==> config.mk <==
export PLATFORM = sky130hd
export DESIGN_NAME = mult_div_unit_flat
export DESIGN_NICKNAME = d
export VERILOG_FILES = /design/src/rtl/mult_div_unit_pkg.sv /design/src/rtl/mult_div_unit_if.sv /design/src/rtl/muldiv_step.sv /design/src/rtl/mult_div_unit.sv /design/src/flat_wrapper.sv
export SDC_FILE = /design/constraint.sdc
export NUM_CORES = 1
export LEC_CHECK = 0
export CAP_MARGIN = 0
export CORE_AREA = 2 2 179 251
export DETAILED_ROUTE_END_ITERATION = 6
export DIE_AREA = 0 0 181 253
export MAX_ROUTING_LAYER = met4
export SETUP_SLACK_MARGIN = 0.3
export SKIP_CTS_REPAIR_TIMING = 1
export SLEW_MARGIN = 15
export SYNTH_ARGS = -nofsm -noshare
export SYNTH_HDL_FRONTEND = slang
export SYNTH_HIERARCHICAL = 1
export SYNTH_SLANG_ARGS = --single-unit
==> constraint.sdc <==
create_clock -name clk -period 9.6 [get_ports clk]
set_input_delay 1.92 -clock clk [delete_from_list [all_inputs] [get_ports clk]]
set_output_delay 1.92 -clock clk [all_outputs]
set_load 0.03 [all_outputs]
Run 1, signal wires on met3:
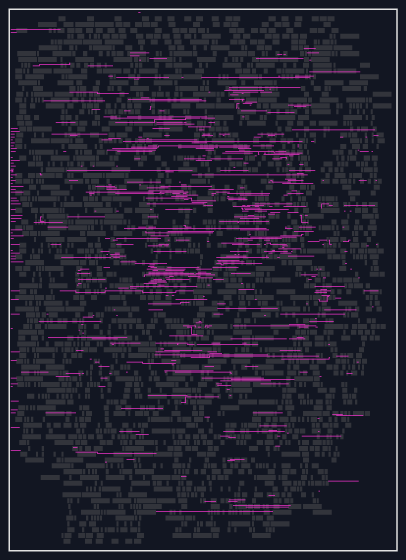
share of all routed wire: 5.8%
main direction: horizontal
wire length on this layer: 4370 um
Routed WL: 75660 um
via count: 19.19k
met3 Use GR: 0.03653

Run 1, logic cells by family:
The bar under the picture is 50 um long.
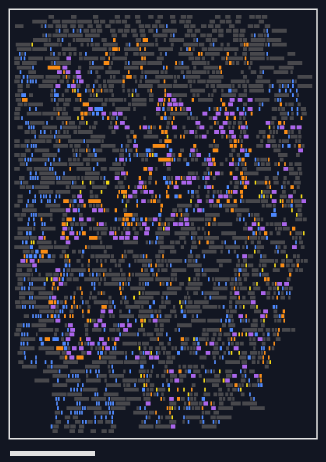
[purple] XOR/XNOR gates | cells: 198
[orange] NOR gates | cells: 315 | where: all over the die
[blue] NAND gates | cells: 517 | where: all over the die
[yellow] inverters | cells: 76
non-filler instance count after layout: 3090
highest-count logic cell in the final layout: nand2_1
combinational share of cell area: 0.5538

Run 1, track usage over the die:
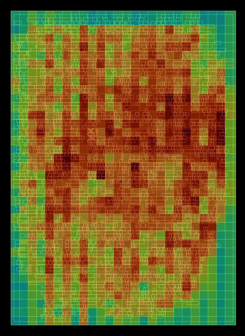
met1 Usage GRT: 0.3800
GRT Util Overall: 0.3345

==> results.yml, run 1 <==
# generated from flow reports
setup_path:
  critPathMaxFanout: 11
  path_class: "register to register"
  startpoint_type: "register"
global_routing:
  grt_max_degree: 123
  grt_antenna_before_repair: 1
cts:
  insertion_delay_ps: 560
  tritoncts: "yes"
outcome:
  failed_checks: "DRC"
  outcome: "finished with violations"
synth:
  top_cells_by_area: "dfrtp_1 31%, nand2_1 8.6%, o21ai_0 4.8%"
  avgSynthCellArea_sq_um: 7.828
  synth-async-reset-ratio: 1.000
  ys.flop_type: "dfrtp_1"
  synth_cell_types: 96
pwr:
  power_mw: 8.345
  p_per_area_nw_per_um2: 379.9
placement:
  port_buffers: 172
cells_and_area:
  fillers: 4375
sta:
  layout_setup_ws_ps: 5435
  report.final.setup_viol: 0
route:
  drc: 5
floorplan:
  core_area_sq_um: 43720
==> run 1: power breakdown <==
| part | internal, mW | total [mW] | switching [mW] |
|---|---|---|---|
| clock | 0.608 | 1.06 | 0.447 |
| combinational | 1.94 | 4.98 | 3.04 |
| sequential | 1.45 | 2.31 | 0.861 |
==> run 1: synthesized netlist by cell type (8+ instances only) <==
| cell | count |
|---|---|
| a211oi_1 | 25 |
| nor2_1 | 194 |
| ha_1 | 70 |
| buf_2 | 11 |
| xnor2_1 | 99 |
| o21ai_0 | 183 |
| mux2i_1 | 30 |
| a21oi_1 | 172 |
| nor4_1 | 31 |
| nand2b_1 | 18 |
| and3_1 | 24 |
| nand3_1 | 40 |
| o221ai_1 | 14 |
| nor2b_1 | 11 |
| clkbuf_1 | 111 |
| or3_1 | 27 |
| dfrtp_1 | 237 |
| o21ai_1 | 19 |
| inv_1 | 75 |
| o21a_1 | 12 |
| xor2_1 | 99 |
| a21o_1 | 39 |
| nor3_1 | 56 |
| o21bai_1 | 8 |
| nand2_1 | 433 |
| o31ai_1 | 17 |
| nand4_1 | 17 |
| and2_1 | 39 |
| o211ai_1 | 21 |
| o41ai_1 | 9 |
| a31oi_1 | 42 |
| o22ai_1 | 42 |
| buf_1 | 15 |
| a22oi_1 | 8 |
| mux2_2 | 35 |
==> run 1: logic make-up (layout without fill, tap and decap cells) <==
group                    count (synthesis)  count (layout)  synth area share
XOR/XNOR                               198             198           0.09124
AND/OR/NAND/NOR                        942             942            0.2312
buffers and inverters                  222             325           0.04700
AND-OR/OR-AND                          689             689            0.2305
other                                    0               1                 0
adder cells (fa/ha/maj)                 72              72           0.04819
flip-flops                             239             239            0.3148
multiplexers                            66              66           0.03713
==> run 1: layer usage <==
metal / vias to the layer above / routed length (um)
met2: 839 / 37710
met5: - / 0
li1: 8782 / -
met1: 9320 / 28590
met4: 0 / 4996
met3: 253 / 4365
==> run 1: area by class of cell <==
| cell class | count | area, sq um | area share |
|---|---|---|---|
| Antenna cell | 1 | 2.502 | 0.0001139 |
| Clock buffer | 37 | 763.2 | 0.03474 |
| Clock inverter | 10 | 115.1 | 0.005240 |
| Inverter | 76 | 287.8 | 0.01310 |
| Multi-Input combinational cell | 1967 | 12170 | 0.5538 |
| Sequential cell | 239 | 5983 | 0.2724 |
| Tap cell | 558 | 698.2 | 0.03178 |
| Timing Repair Buffer | 202 | 1952 | 0.08885 |
==> run 1: worst max-delay path, stage by stage, from the launching register on <==
cell and delay [ps]:
dfrtp_1 610, inv_1 340, ha_1 260, nor3b_1 490, nand4_1 580, nor4_1 650, nor2_1 100, xor2_1 160
a221oi_1 660, a211oi_1 170
==> run 1: metrics by stage <==
stage / cells / hold slack, ps
global route: 3090 / 516.5
global placement: 3042 / 466.5
CTS: 3089 / 488.5
finish: 3090 / 484.5
floorplan: 2428 / 453.1
detailed placement: 3042 / 474.2
--- run 2 (diff from run 1) ---
Settings changed: PLACE_DENSITY from default to 0.66.
Clock period 9.6 ns to 3.4 ns, I/O delays scaled along.
==> results.yml, run 2 <==
# generated from flow reports
sta:
  timing.final.crit_share: 0.9539
  finalClockSkew_ps: 15.16
  hold_violations: 0
  report.final.setup_viol: 0
  slew_viol_final: 0
  layout_setup_ws_ps: 156.6
global_routing:
  grt_antenna_before_repair: 3
  grt_use_total: 0.3495
  grt_pass1_vias: 19543
  grt_max_degree: 85
synth:
  synth.net_count: 2607
  ys_cells: 2428
  synth-async-reset-ratio: 1.000
  most_common_cell: "nand2_1"
  synth_cell_types: 96
  yosys_warnings: 6
  synthTopCellsByCount: "433 x nand2_1, 237 x dfrtp_1, 194 x nor2_1, 183 x o21ai_0, 172 x a21oi_1"
  top_cells_by_area: "dfrtp_1 31%, nand2_1 8.6%, o21ai_0 4.8%"
  avgSynthCellArea_sq_um: 7.828
  ys.flop_type: "dfrtp_1"
cts:
  tritoncts: "yes"
  insertion_delay_ps: 570
  clockRootBuffer: "clkbuf_16"
outcome:
  outcome: "finished with violations"
  failed_checks: "DRC"
cells_and_area:
  fillers: 4182
  final_cell_mix: "431 x nand2_1, 235 x dfrtp_1, 191 x nor2_1, 190 x buf_4, 176 x o21ai_0"
  seq_area_sq_um: 5986
  lay_top_count: "nand2_1"
  logic_area_sq_um: 12740
route:
  vias_per_cell: 6.147
  postRouteWirelength_um: 79880
  drc: 1
  firstDrtPassIters: 7
  vias: 20077
placement:
  gp_congestion: 1.097
  dpl-instance-area_sq_um: 22430
  port_buffers: 172
setup_path:
  critPathMaxFanout: 5
  startpoint_type: "register"
  path_class: "register to register"
  reg2reg_depth: 14
pwr:
  power_mw: 26.26
  p_per_area_nw_per_um2: 1094
floorplan:
  fp-utilization: 0.4347
  core_area_sq_um: 43720
-- run 2: cell counts after synthesis --
Identical to the previous run, type by type.
-- run 2: where the power goes --
part | total, mW | leakage, nW | internal, mW | switching, mW
Sequential | 5.83 | 2.98 | 4.12 | 1.72
Clock | 3.05 | 0.438 | 1.70 | 1.36
Combinational | 17.4 | 7.17 | 7.07 | 10.3
Total | 26.3 | 10.6 | 12.9 | 13.4
-- run 2: cells by family (layout without fill, tap and decap cells) --
family,Yosys count,after routing,synth area share
xor+xnor,198,198,0.09124
flops,239,239,0.3148
compound gates,689,689,0.2305
other cells,0,1,0
fa+ha+maj,72,72,0.04819
buf+inv,222,500,0.04700
mux,66,66,0.03713
simple gates,942,943,0.2312
-- run 2: area by class of cell --
cell class,instances,area share
repair buffers,375,0.1409
clock inverters,17,0.007350
well taps,558,0.02909
clock buffers,32,0.03018
diodes,1,0.0001043
flip-flops and latches,239,0.2494
inverters,76,0.01199
multi-input cells,1968,0.5310
-- run 2: layer usage --
layer	share of wire	vias up	track usage	wire, um
li1	-	9165	-	-
met1	0.37	9671	0.4005	29860
met2	0.47	919	0.5752	37790
met3	0.062	322	0.04013	4948
met4	0.091	0	0.2420	7269
met5	0	-	-	0
-- run 2: worst max-delay path, stage by stage, from the launching register on --
cell and delay, ps:
dfrtp_2 450, and2_1 160, ha_2 180, fa_2 390, a21oi_4 150, o21ai_2 70
o2111a_2 330, o31ai_4 240, o31ai_2 120, or4_1 420, a31oi_1 210, xor2_1 160
mux2i_1 90, nand2_1 80, o21ai_1 70
-- run 2: per-stage QoR --
step,hold WS [ps],instances
6_report,148.8,3266
2_1_floorplan,384.4,2428
4_1_cts,177.7,3253
3_3_place_gp,464.8,3204
5_1_grt,189.5,3266
3_5_place_dp,469.3,3204
Run 2, track usage over the die:
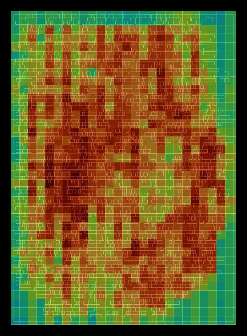
met3 Use GR: 0.04013
drt wl/cell: 24.46 um
final core utilization: 0.5490
Top Usage Layer GRT: met2

Power and IR drop assume default switching activity.
